<file path="src/rtl/ifetch_pkg.sv">
// Shared types and constants for the instruction-fetch sequencer.
// The HALT state and halt-idiom matcher exist only when IFETCH_HALT_DETECT_EN is defined.
package ifetch_pkg;

   localparam int ENTRY_INST_W = 32;
   localparam int ENTRY_PC_W   = 64;

   localparam logic [ENTRY_INST_W-1:0] HALT_INSN = 32'hB400001F;
   localparam logic [ENTRY_INST_W-1:0] HALT_MASK = 32'hFFFFFFFF;

`ifdef IFETCH_HALT_DETECT_EN
   typedef enum logic [1:0] {RUN, FULL, HALT} fetch_state_t;
`else
   typedef enum logic [1:0] {RUN, FULL} fetch_state_t;
`endif

   typedef struct packed {
      logic [ENTRY_INST_W-1:0] inst;
      logic [ENTRY_PC_W-1:0]   pc;
   } fifo_entry_t;

`ifdef IFETCH_HALT_DETECT_EN
   // CBZ XZR,#0 is used by software as a "stop fetching" marker.
   function automatic logic is_halt(input logic [ENTRY_INST_W-1:0] w);
      return (w & HALT_MASK) == HALT_INSN;
   endfunction
`endif

endpackage

</file>
<file path="src/rtl/ifetch_fifo.sv">
// Small prefetch FIFO for fetched {inst, pc} entries; flush empties it in one cycle.
// Head is combinational from storage, so a pop and a push into the same slot may share a cycle.
module ifetch_fifo
   import ifetch_pkg::*;
#(
   parameter int  DEPTH   = 2,
   parameter type entry_t = fifo_entry_t
) (
   input  logic                     clk,
   input  logic                     reset,
   input  logic                     push,
   input  logic                     pop,
   input  logic                     flush,
   input  entry_t                   wdata,
   output logic                     full,
   output logic                     empty,
   output logic [$clog2(DEPTH):0]   count,
   output entry_t                   head
);

   localparam int PW = $clog2(DEPTH);
   localparam int CW = PW + 1;

   entry_t         mem [DEPTH];
   logic [PW-1:0]  rd_ptr;
   logic [PW-1:0]  wr_ptr;
   logic [CW-1:0]  cnt;
   logic           do_push;
   logic           do_pop;

   assign empty   = (cnt == '0);
   assign full    = (cnt == CW'(DEPTH));
   assign do_pop  = pop && !empty;
   assign do_push = push && (!full || do_pop);
   assign count   = cnt;
   assign head    = mem[rd_ptr];

   always_ff @(posedge clk or negedge reset) begin
      if (!reset) begin
         rd_ptr <= '0;
         wr_ptr <= '0;
         cnt    <= '0;
      end else if (flush) begin
         rd_ptr <= '0;
         wr_ptr <= '0;
         cnt    <= '0;
      end else begin
         if (do_push) wr_ptr <= wr_ptr + PW'(1);
         if (do_pop)  rd_ptr <= rd_ptr + PW'(1);
         case ({do_push, do_pop})
            2'b10:   cnt <= cnt + CW'(1);
            2'b01:   cnt <= cnt - CW'(1);
            default: cnt <= cnt;
         endcase
      end
   end

   // Storage carries data only; validity is tracked by cnt.
   always_ff @(posedge clk) begin
      if (do_push && !flush) mem[wr_ptr] <= wdata;
   end

endmodule

</file>
<file path="src/rtl/ifetch_ctrl.sv">
// Fetch sequencer: owns the fetch PC, drives the imem address, feeds decode via a prefetch FIFO.
// Optional macro IFETCH_HALT_DETECT_EN enables stopping fetch on the CBZ XZR,#0 halt idiom.
module ifetch_ctrl
   import ifetch_pkg::*;
#(
   parameter int              N        = 32,
   parameter int              AW       = 6,
   parameter int              PC_W     = 64,
   parameter int              DEPTH    = 2,
   parameter logic [PC_W-1:0] RESET_PC = '0
) (
   input  logic             clk,
   input  logic             reset,
   output logic [AW-1:0]    imem_addr,
   input  logic [N-1:0]     imem_q,
   input  logic             redirect_valid,
   input  logic [PC_W-1:0]  redirect_pc,
   output logic             inst_valid,
   output logic [N-1:0]     inst,
   output logic [PC_W-1:0]  inst_pc,
   input  logic             inst_ready,
   output logic [PC_W-1:0]  fetch_pc,
   output logic             halted
);

   localparam int CW = $clog2(DEPTH) + 1;

   fetch_state_t   state;
   fetch_state_t   state_nxt;
   logic [PC_W-1:0] pc_nxt;
   logic [CW-1:0]  count;
   logic [CW-1:0]  count_nxt;
   logic           full;
   logic           empty;
   logic           push;
   logic           pop;
   logic           halt_st;
   fifo_entry_t    head;
   fifo_entry_t    wentry;

   assign imem_addr  = fetch_pc[AW+1:2];
   assign inst_valid = !empty;
   assign inst       = head.inst;
   assign inst_pc    = head.pc;
   assign pop        = inst_valid && inst_ready;
   assign push       = !redirect_valid && !halt_st && (!full || pop);

   always_comb begin
      wentry      = '0;
      wentry.inst = imem_q;
      wentry.pc   = fetch_pc;
   end

`ifdef IFETCH_HALT_DETECT_EN
   logic halt_hit;
   assign halt_hit = push && is_halt(imem_q);
   assign halt_st  = (state == HALT);
`else
   assign halt_st  = 1'b0;
`endif
   assign halted = halt_st;

   ifetch_fifo #(
      .DEPTH   (DEPTH),
      .entry_t (fifo_entry_t)
   ) u_fifo (
      .clk   (clk),
      .reset (reset),
      .push  (push),
      .pop   (pop),
      .flush (redirect_valid),
      .wdata (wentry),
      .full  (full),
      .empty (empty),
      .count (count),
      .head  (head)
   );

   always_comb begin
      count_nxt = count;
      case ({push, pop})
         2'b10:   count_nxt = count + CW'(1);
         2'b01:   count_nxt = count - CW'(1);
         default: count_nxt = count;
      endcase
   end

   // Redirect wins over everything, including HALT; HALT freezes the PC.
   always_comb begin
      state_nxt = state;
      pc_nxt    = fetch_pc;
      if (redirect_valid) begin
         state_nxt = RUN;
         pc_nxt    = redirect_pc & ~PC_W'(3);
      end else if (!halt_st) begin
         if (push) pc_nxt = fetch_pc + PC_W'(4);
         state_nxt = (count_nxt == CW'(DEPTH)) ? FULL : RUN;
`ifdef IFETCH_HALT_DETECT_EN
         if (halt_hit) state_nxt = HALT;
`endif
      end
   end

   always_ff @(posedge clk or negedge reset) begin
      if (!reset) begin
         state    <= RUN;
         fetch_pc <= RESET_PC;
      end else begin
         state    <= state_nxt;
         fetch_pc <= pc_nxt;
      end
   end

endmodule

</file>
<file path="config.mk">
export PLATFORM = sky130hd
export DESIGN_NAME = ifetch_ctrl
export DESIGN_NICKNAME = d
export VERILOG_FILES = /design/src/rtl/ifetch_pkg.sv /design/src/rtl/ifetch_fifo.sv /design/src/rtl/ifetch_ctrl.sv
export SDC_FILE = /design/constraint.sdc
export NUM_CORES = 1
export LEC_CHECK = 0
export CORE_MARGIN = 2
export CORE_UTILIZATION = 53
export CTS_BUF_LIST = sky130_fd_sc_hd__clkbuf_4 sky130_fd_sc_hd__clkbuf_8 sky130_fd_sc_hd__clkbuf_16
export CTS_CLUSTER_SIZE = 16
export DETAILED_ROUTE_END_ITERATION = 10
export PLACE_DENSITY = 0.85
export SKIP_CTS_REPAIR_TIMING = 1
export SLEW_MARGIN = 20
export SYNTH_ARGS = -nofsm -noshare
export SYNTH_HDL_FRONTEND = slang
export SYNTH_SLANG_ARGS = --single-unit
</file>
<file path="constraint.sdc">
create_clock -name clk -period 23.8 [get_ports clk]
set_input_delay 3.57 -clock clk [delete_from_list [all_inputs] [get_ports clk]]
set_output_delay 3.57 -clock clk [all_outputs]
set_load 0.01 [all_outputs]
</file>
clock_nets.png
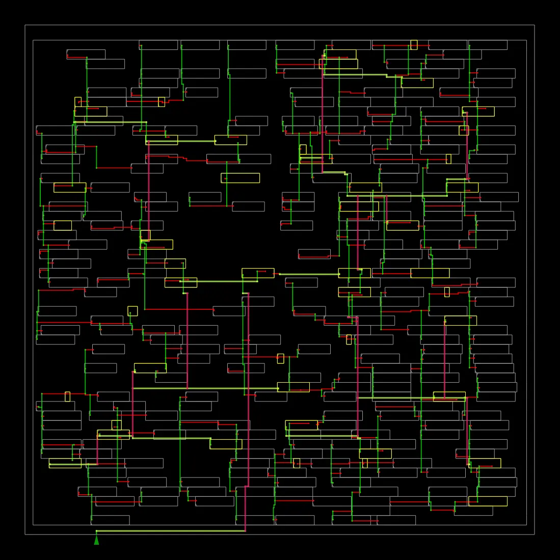
clock sinks: 254
count of sequential standard cells: 254
clock distribution power: 0.000425 W
Post-Route Skew: 0.01705 ns

floorplan.png
Scale bar: 50 um. Pins as bars on the die edge.
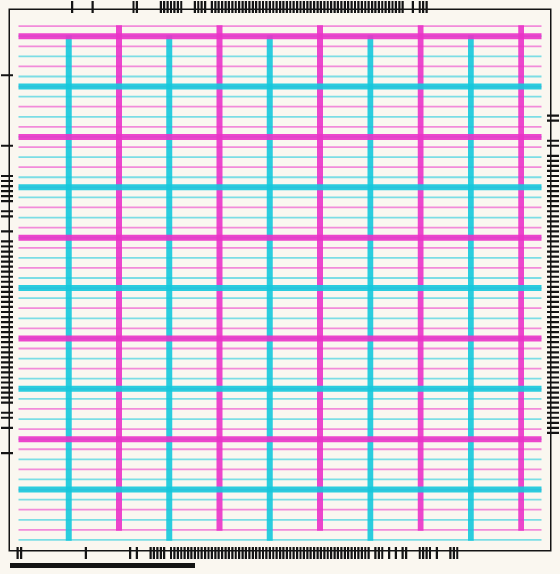
VSS -> cyan
VDD -> magenta
met1 rails = 52
met5 straps = 10

[metal layers]
metal  wire length [um]  up-vias  GRT usage, %
met5                 13        -             0
met4                753        2         6.471
met3               1616       60         4.922
met2              13490      273         42.17
met1              10680     3631         31.87
li1                   -     3340             -
[Yosys cell counts (all sizes together) (3+ instances only)]
cell and count:
o21ai 45, o31ai 10, nor3 13, and4 10, inv 5, nand3 26, nand2 55, and3 7
nor4 9, or4 13, nand4 26, nor2 34, or3 16, nor2b 3, clkbuf 27, xor2 16
edfxtp 188, mux2 96, a31oi 23, xnor2 20, buf 19, dfrtp 66
[final timing paths]
check,start,end,slack [ns]
max in group asynchronous,reset,u_fifo.rd_ptr$_DFFE_PN0P_,19.98
worst min register to register,fetch_pc[63]$_DFFE_PN0N_,u_fifo.mem[1][63]$_DFFE_PP_,0.55
worst max-delay path,u_fifo.rd_ptr$_DFFE_PN0P_,inst_pc[41],17.21
worst max register to register,fetch_pc[2]$_DFFE_PN0N_,fetch_pc[50]$_DFFE_PN0N_,20.81
worst min-delay path,fetch_pc[63]$_DFFE_PN0N_,u_fifo.mem[1][63]$_DFFE_PP_,0.55
min in group asynchronous,reset,fetch_pc[42]$_DFFE_PN0N_,3.16
[per-stage QoR]
step           cells  hold slack (ns)  cell area [um2]  worst slack (ns)
2_1_floorplan    751           0.5193            10670             12.06
3_3_place_gp    1237           0.5021            13440             17.37
3_5_place_dp    1237           0.5250            13440             17.28
4_1_cts         1285           0.5442            14350             17.17
5_1_grt         1285           0.5809            14360             17.11
6_report        1286           0.5482            14360             17.21
[sequential cells by signal, indices dropped and copies added, names as in the netlist]
| register | count |
|---|---|
| u_fifo.count | 2 |
| u_fifo.rd_ptr | 1 |
| u_fifo.wr_ptr | 1 |
| fetch_pc | 62 |
| u_fifo.mem | 188 |
==> impl_summary.log <==
[metrics] run summary
INFO  metric status = complete, no violations
INFO  metric top_power_group = registers
INFO  metric logic_gate_count = about 450
INFO  metric nNonClkInverters = 5
INFO  metric design.die.area = 21260 um2
INFO  metric yosysWarnings = 0
INFO  metric detail_route.iter0.violations = 525
INFO  metric mappedNetlistArea = 10660 um2
INFO  metric power.leakage = between 4 and 5 nW
INFO  metric buffers_excl_clock = between 200 and 300
INFO  metric yosys_cells = 747
INFO  metric core_util_floorplan = 54.40%
INFO  metric power.density = a little over 80 nW/um2
INFO  metric drc = 0
INFO  metric tapCellCount = 265
INFO  metric fin_setup_tns = 0 ns
INFO  metric synth-simple-area-share = 11.13%
INFO  metric timing.final.max_slew_violations = 0
INFO  metric synth.avg_cell_area = 14.27 um2
INFO  metric worst_pin_slew = 0.9273 ns
INFO  metric synth.ff_latch_count = approximately 250
INFO  metric critical_path_rt = ~20 ns
INFO  metric path_depth = 3
INFO  metric yosys.area.top_type = sky130_fd_sc_hd__edfxtp_1
INFO  metric top_level_ports = 268
INFO  metric slew-limit-headroom = 38.18%
INFO  metric adder_cell_share_of_the_synthesized_area = 0.1174%
INFO  metric top_area_share = 52.98%
INFO  metric net-switching-power = 0.0002740 W
INFO  metric setup_violations = 0
INFO  metric seq_power_share = 47.5%
INFO  metric max_freq = between 0.15 and 0.2 GHz
INFO  metric ys_async_sr_fraction = roughly a quarter
INFO  metric layout.nets = 1101
INFO  metric area_delta_synth_final = 34.74%
INFO  metric clkLatencyLatePin = 0.53 ns
INFO  metric num_rows = 51
INFO  metric synth.cellmix.xorXnorShare = between 2 and 3%
INFO  metric count_of_tool_warnings = 28
INFO  metric max-vdd-ir-drop = 0.06785 mV
INFO  metric seq-cell-share = 50.85%
INFO  metric postSynth.topFlopCell = sky130_fd_sc_hd__edfxtp_1
INFO  metric layout_top_cells = sky130_fd_sc_hd__clkdlybuf4s50_1 (258), sky130_fd_sc_hd__edfxtp_1 (188), sky130_fd_sc_hd__mux2_2 (96)
INFO  metric synth_cell_types = 43
INFO  metric cts-htree-levels = 1
INFO  metric power.clock.fraction = roughly 37%
INFO  metric grt.overflow.total = 0
INFO  metric comb_cell_power = 0.000183 W
INFO  metric floorplan.die.width = 145.8 um
INFO  metric ctsLongestPathBuffers = 3
INFO  metric ys_top_logic_family = simple AND/OR/NAND/NOR gates
INFO  metric post_route_cells_drive_above_1_share = 15.59%
INFO  metric comb_area = 3148 um2
INFO  metric worstPathArrival = between 3 and 4 ns
INFO  metric crit_buf_inv = 2
INFO  metric cts-root-buf = sky130_fd_sc_hd__clkbuf_16
INFO  metric critical_path.max_fanout = 56
INFO  metric core_area = about 20000 um2
INFO  metric synth.area.mux_share = 10.24%
INFO  metric place.gp.congestion = 0.7867
INFO  metric hold-path-cell-count = 0
INFO  metric grt_pass1_wl = 41210 um
INFO  metric cts_tree = done
INFO  metric period_needed = 6.586 ns
INFO  metric max_cap_violations = 0
INFO  metric grt_start_max_net_pins = 83
INFO  metric layout.area.top_class = sequential cells
INFO  metric synth_seq_share = about 68%
INFO  metric power.share.combinational = 15.8%
INFO  metric worstPathCellList = buf_4 -> mux2_2 -> clkdlybuf4s50_1
INFO  metric worstSetupPathType = flip-flop to output port
Power figures rest on the tool's default switching activity, not on a simulated workload.
